==> src/rtl/wb_j1_pkg.sv <==
// Shared types and constants for the J1 Wishbone master bridge.
package wb_j1_pkg;

  typedef enum logic {IDLE, ACTIVE} state_t;
  typedef enum logic {OWN_I, OWN_D} owner_t;

  localparam int unsigned ARB_FIXED = 0;
  localparam int unsigned ARB_RR    = 1;

endpackage

==> src/rtl/wb_j1_rr_arb.sv <==
// Combinational two-requester arbiter: fixed (dbus wins) or round-robin on `last`.
module wb_j1_rr_arb
  import wb_j1_pkg::*;
(
  input  logic   ireq,
  input  logic   dreq,
  input  owner_t last,
  input  logic   rr_mode,
  output owner_t grant
);

  always_comb begin
    grant = OWN_D;
    if (ireq && !dreq) begin
      grant = OWN_I;
    end else if (ireq && dreq && rr_mode && (last == OWN_D)) begin
      grant = OWN_I;
    end
  end

endmodule

==> src/rtl/wb_j1_master.sv <==
// Bridges the J1 ibus/dbus onto one registered Wishbone classic master port
// with wait-state, error and timeout termination.
module wb_j1_master
  import wb_j1_pkg::*;
#(
  parameter int unsigned ADDR_WIDTH = 16,
  parameter int unsigned DATA_WIDTH = 16,
  parameter int unsigned ARB_MODE   = 0,
  parameter int unsigned TIMEOUT    = 255
) (
  input  logic                  clk,
  input  logic                  rst_n,
  input  logic                  ibus_re,
  input  logic [ADDR_WIDTH-1:0] ibus_adr,
  output logic [DATA_WIDTH-1:0] ibus_dat,
  output logic                  ibus_ack,
  output logic                  ibus_err,
  input  logic                  dbus_re,
  input  logic                  dbus_we,
  input  logic [ADDR_WIDTH-1:0] dbus_adr,
  input  logic [DATA_WIDTH-1:0] dbus_dat_i,
  output logic [DATA_WIDTH-1:0] dbus_dat_o,
  output logic                  dbus_ack,
  output logic                  dbus_err,
  output logic                  wb_cyc,
  output logic                  wb_stb,
  output logic                  wb_we,
  output logic [ADDR_WIDTH-1:0] wb_adr,
  output logic [DATA_WIDTH-1:0] wb_dat_o,
  input  logic [DATA_WIDTH-1:0] wb_dat_i,
  input  logic                  wb_ack,
  input  logic                  wb_err
);

  // Keep at least one counter bit so TIMEOUT=0 still elaborates.
  localparam int unsigned CntW = (TIMEOUT > 0) ? $clog2(TIMEOUT + 1) : 1;
  localparam logic [CntW-1:0] CntLast = CntW'((TIMEOUT > 0) ? TIMEOUT - 1 : 0);
  localparam logic TimeoutEn = (TIMEOUT != 0);

  state_t                  state_q, state_d;
  owner_t                  owner_q, owner_d;
  owner_t                  last_q, last_d;
  logic [CntW-1:0]         cnt_q, cnt_d;
  logic                    cyc_q, cyc_d;
  logic                    we_q, we_d;
  logic [ADDR_WIDTH-1:0]   adr_q, adr_d;
  logic [DATA_WIDTH-1:0]   dat_q, dat_d;

  logic   dreq;
  owner_t grant;
  logic   active, slave_term, timeout, term, err;
  logic [DATA_WIDTH-1:0] rdata;

  assign dreq = dbus_re | dbus_we;

  wb_j1_rr_arb u_arb (
    .ireq    (ibus_re),
    .dreq    (dreq),
    .last    (last_q),
    .rr_mode (1'(ARB_MODE == ARB_RR)),
    .grant   (grant)
  );

  always_comb begin
    active     = (state_q == ACTIVE);
    slave_term = wb_ack | wb_err;
    timeout    = active && TimeoutEn && (cnt_q == CntLast) && !slave_term;
    term       = active && (slave_term || timeout);
    err        = wb_err || timeout;
    rdata      = err ? '0 : wb_dat_i;
  end

  always_comb begin
    ibus_ack   = term && (owner_q == OWN_I);
    dbus_ack   = term && (owner_q == OWN_D);
    ibus_err   = ibus_ack && err;
    dbus_err   = dbus_ack && err;
    ibus_dat   = ibus_ack ? rdata : '0;
    dbus_dat_o = dbus_ack ? rdata : '0;
  end

  always_comb begin
    state_d = state_q;
    owner_d = owner_q;
    last_d  = last_q;
    cnt_d   = cnt_q;
    cyc_d   = cyc_q;
    we_d    = we_q;
    adr_d   = adr_q;
    dat_d   = dat_q;
    unique case (state_q)
      IDLE: begin
        if (ibus_re || dreq) begin
          state_d = ACTIVE;
          owner_d = grant;
          last_d  = grant;
          cnt_d   = '0;
          cyc_d   = 1'b1;
          if (grant == OWN_D) begin
            adr_d = dbus_adr;
            we_d  = dbus_we;
            dat_d = dbus_dat_i;
          end else begin
            adr_d = ibus_adr;
            we_d  = 1'b0;
            dat_d = '0;
          end
        end
      end
      ACTIVE: begin
        if (term) begin
          state_d = IDLE;
          cyc_d   = 1'b0;
        end else begin
          cnt_d = cnt_q + CntW'(1);
        end
      end
      default: state_d = IDLE;
    endcase
  end

  always_ff @(posedge clk or negedge rst_n) begin
    if (!rst_n) begin
      state_q <= IDLE;
      owner_q <= OWN_I;
      last_q  <= OWN_I;
      cnt_q   <= '0;
      cyc_q   <= 1'b0;
      we_q    <= 1'b0;
      adr_q   <= '0;
      dat_q   <= '0;
    end else begin
      state_q <= state_d;
      owner_q <= owner_d;
      last_q  <= last_d;
      cnt_q   <= cnt_d;
      cyc_q   <= cyc_d;
      we_q    <= we_d;
      adr_q   <= adr_d;
      dat_q   <= dat_d;
    end
  end

  assign wb_cyc   = cyc_q;
  assign wb_stb   = cyc_q;
  assign wb_we    = we_q;
  assign wb_adr   = adr_q;
  assign wb_dat_o = dat_q;

endmodule

==> config.mk <==
export PLATFORM = sky130hd
export DESIGN_NAME = wb_j1_master
export DESIGN_NICKNAME = d
export VERILOG_FILES = /design/src/rtl/wb_j1_pkg.sv /design/src/rtl/wb_j1_rr_arb.sv /design/src/rtl/wb_j1_master.sv
export SDC_FILE = /design/constraint.sdc
export NUM_CORES = 1
export LEC_CHECK = 0
export CORE_MARGIN = 4
export CORE_UTILIZATION = 39
export CTS_CLUSTER_SIZE = 8
export DETAILED_ROUTE_END_ITERATION = 16
export PLACE_DENSITY_LB_ADDON = 0.12
export SETUP_SLACK_MARGIN = 0.1
export SLEW_MARGIN = 40
export SYNTH_ARGS = -nofsm -noshare
export SYNTH_HDL_FRONTEND = slang
export SYNTH_SLANG_ARGS = --single-unit
==> constraint.sdc <==
create_clock -name clk -period 2.95 [get_ports clk]
set_clock_uncertainty 0.2 [all_clocks]
set_input_delay 0.295 -clock clk [delete_from_list [all_inputs] [get_ports clk]]
set_output_delay 0.295 -clock clk [all_outputs]
set_load 0.02 [all_outputs]
### Placed cells, one color a class

Scale: 3 px per µm.
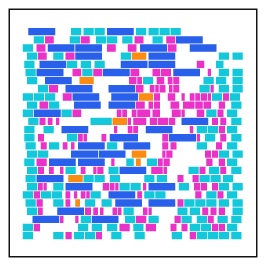
- orange: clock drivers and dummy loads (cells 8)
- blue: flops (cells 44)
- magenta: combinational and other logic (cells 154)
- cyan: other buffers and delay cells (cells 144)

### Sequential cells grouped by signal name

Scale: 3 px per µm.
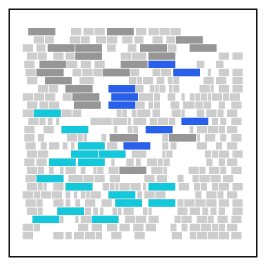
- blue: cnt_q (placed flops 8)
- cyan: wb_adr (placed flops 16)
- not colored: 20
power attributed to sequential cells: 915 µW
area taken by flip-flops and latches: 1100 µm²

==> PnR_summary.wiki <==
=== Physical design figures ===
{| class="wikitable"
! Metric !! Value
|-
| Outcome || completed
|-
| Global router's overall resource usage || ~19%
|-
| CP endpoint kind || primary output
|-
| Leakage power || approximately 0.0016 µW
|-
| Final routed DRC violation total || 0
|-
| Critical path origin || cnt_q[0]$_DFFE_PN0P_
|-
| Worst min-delay path category || reg -> reg
|-
| Initial antenna violation count || 0
|-
| Slew of the pin with the lowest slew margin || 0.800 ns
|-
| Clock network fraction of total power || 15.3%
|-
| Post-synthesis cell area || 2140 µm²
|-
| Combinational group share of total power || approximately half
|-
| Area Overhead vs Synth || 72.8%
|-
| CTS Hold Buffers Added || 1
|-
| Via count of the first global-routing pass || 1996
|-
| Grt ovf || 0
|-
| Die Area || just under 7000 µm²
|-
| Crit path buf inv count || 2
|-
| Data arrival time at the worst-slack endpoint || around 2.2 ns
|-
| Internal portion of total power || between 1500 and 2000 µW
|-
| Count of nets after finishing || between 400 and 500
|-
| Count of pins over their slew limit || 0
|-
| Count of antenna-violating nets left after detailed routing || 0
|-
| IO Port Bufs || between 100 and 150
|-
| Setup total negative slack || 0 ns
|-
| Largest stage delay on the critical path || 0.55 ns
|-
| Dominant logic cell types in the final layout || clkdlybuf4s50_1 (140), dfrtp_1 (43), and2_1 (33), o21ai_0 (20)
|-
| Fraction of the cycle the final worst path needs || between 90 and 100%
|-
| Critical path's top delay family || buffers and inverters
|-
| Filler-free cell count of the finished design || roughly 420
|-
| Number of CTS-inserted buffers || 5
|-
| Final hold violation count || 0
|-
| Number of nets at floorplan || around 290
|-
| Total detailed-routing wirelength || around 6200 µm
|-
| Share of cells above drive strength 1 || 5.71%
|-
| Kind of critical path || reg -> out
|-
| Critical-path cell with the highest stage delay || clkdlybuf4s50_1
|-
| Max-cap viol count || 0
|-
| Clock slew seen by the registers of the worst setup and hold paths || roughly 0.080 ns
|-
| Timing-limited maximum frequency || ~380 MHz
|-
| Unique cell type count in the Yosys netlist || 32
|-
| DP Wirelength || 4770 µm
|-
| Crit start category || flop
|}
### Clock wires, drivers and flops

Scale: 3 px per µm.
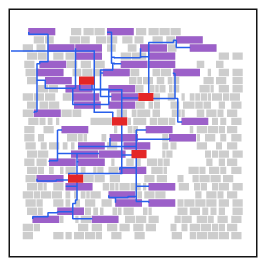
- blue: clock wires (length 532 µm)
- red: clock drivers (count 5)
- purple: flip-flops (count 44)
- routed clock nets: 6

### Placement view

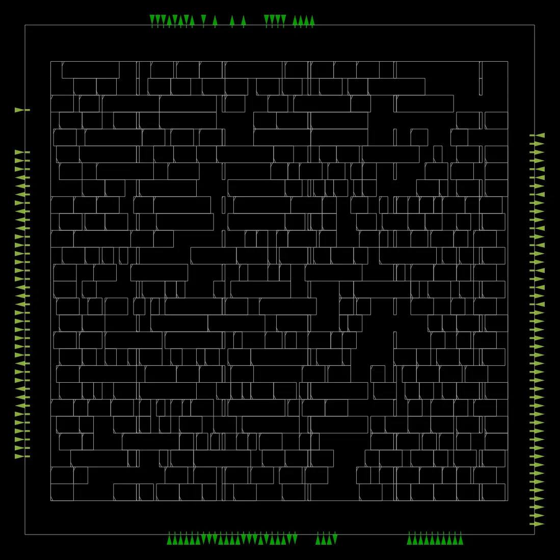
core utilization of the finished layout: 71.0%
tapcell count: 70
fillcell total: 414

registers in the layout, indices dropped and copies added (netlist names):
name	flops
wb_dat_o	16
wb_we	1
owner_q	1
cnt_q	8
wb_adr	16
wb_cyc	1
active	1
routing by layer:
metal / track usage [%] / wire (µm) / up-vias
li1: - / - / 1026
met5: 0 / 0 / -
met3: 6.69 / 627 / 7
met1: 23.1 / 2610 / 940
met2: 30.9 / 2890 / 90
met4: 4.32 / 48 / 0
cells in the mapped netlist:
library cell	count
a21o_1	4
a22o_1	18
a31oi_1	1
and2_1	33
and3_1	3
buf_1	2
buf_2	5
buf_4	1
buf_6	1
clkbuf_1	6
dfrtp_1	44
ha_1	2
inv_1	2
mux2_2	1
mux2i_1	6
nand2_1	18
nand3_1	4
nand4_1	2
nor2_1	9
nor2_2	1
nor2b_1	2
nor3_1	4
nor3b_1	2
nor4b_1	1
o21a_1	1
o21ai_0	20
o21bai_1	1
o22ai_1	13
o31ai_1	1
or2_2	3
or3b_4	1
xnor2_1	1
stage by stage:
| stage | setup WS [ns] | instance area [µm²] | power, µW | hold WS (ns) | utilization, % |
|---|---|---|---|---|---|
| floorplan | 1.12 | 2140 | 1510 | -0.201 | - |
| global placement | 0.371 | 3580 | 2130 | 0.260 | 68.9 |
| detailed placement | 0.336 | 3590 | 2140 | 0.123 | 68.9 |
| CTS | 0.171 | 3690 | 2540 | 0.287 | 70.9 |
| global route | 0.112 | 3690 | 2670 | 0.310 | 71.0 |
| finish | 0.285 | 3690 | 2510 | 0.284 | 71.0 |
cells by family (layout without fill, tap and decap cells):
| group | Yosys count | count (layout) | share of synthesized area (%) |
|---|---|---|---|
| compound gates | 59 | 59 | 18.6 |
| xor+xnor | 1 | 1 | 0.410 |
| fa+ha+maj | 2 | 2 | 1.17 |
| buf+inv | 17 | 154 | 3.81 |
| flops | 44 | 44 | 51.5 |
| mux | 7 | 7 | 3.34 |
| simple gates | 83 | 83 | 21.1 |
final cells by class:
type,count,area (µm²)
Tap cell,70,87.6
Clock buffer,6,82.6
Sequential cell,44,1100
Timing Repair Buffer,144,1450
Clock inverter,2,10.0
Inverter,2,7.51
Multi-Input combinational cell,152,957
Fill cell,414,1510
power groups by stage:
| stage | sequential [µW] | combinational (µW) | clock [µW] |
|---|---|---|---|
| floorplan | 1120 | 385 | 0 |
| global placement | 914 | 1210 | 0 |
| detailed placement | 919 | 1220 | 0 |
| CTS | 915 | 1230 | 401 |
| global route | 944 | 1300 | 425 |
| finish | 915 | 1210 | 386 |
path summary, 6_finish.rpt:
kind	endpoint	slack (ns)	cells after the start
hold / removal	wb_adr[0]$_DFFE_PN0P_	0.28	2
setup / recovery	ibus_ack	0.29	7
hold reg to reg	wb_adr[0]$_DFFE_PN0P_	0.28	2
setup reg to reg	cnt_q[2]$_DFFE_PN0P_	0.79	6
max in group asynchronous	active$_DFF_PN0_	1.81	2
min in group asynchronous	cnt_q[3]$_DFFE_PN0P_	0.33	2
tightest hold or removal path, delay by kind of cell, from the launching register on:
kind	cells	cell delay [ns]
compound gates	1	0.06
flops	1	0.35
simple gates	1	0.04
Power and IR drop assume default switching activity.
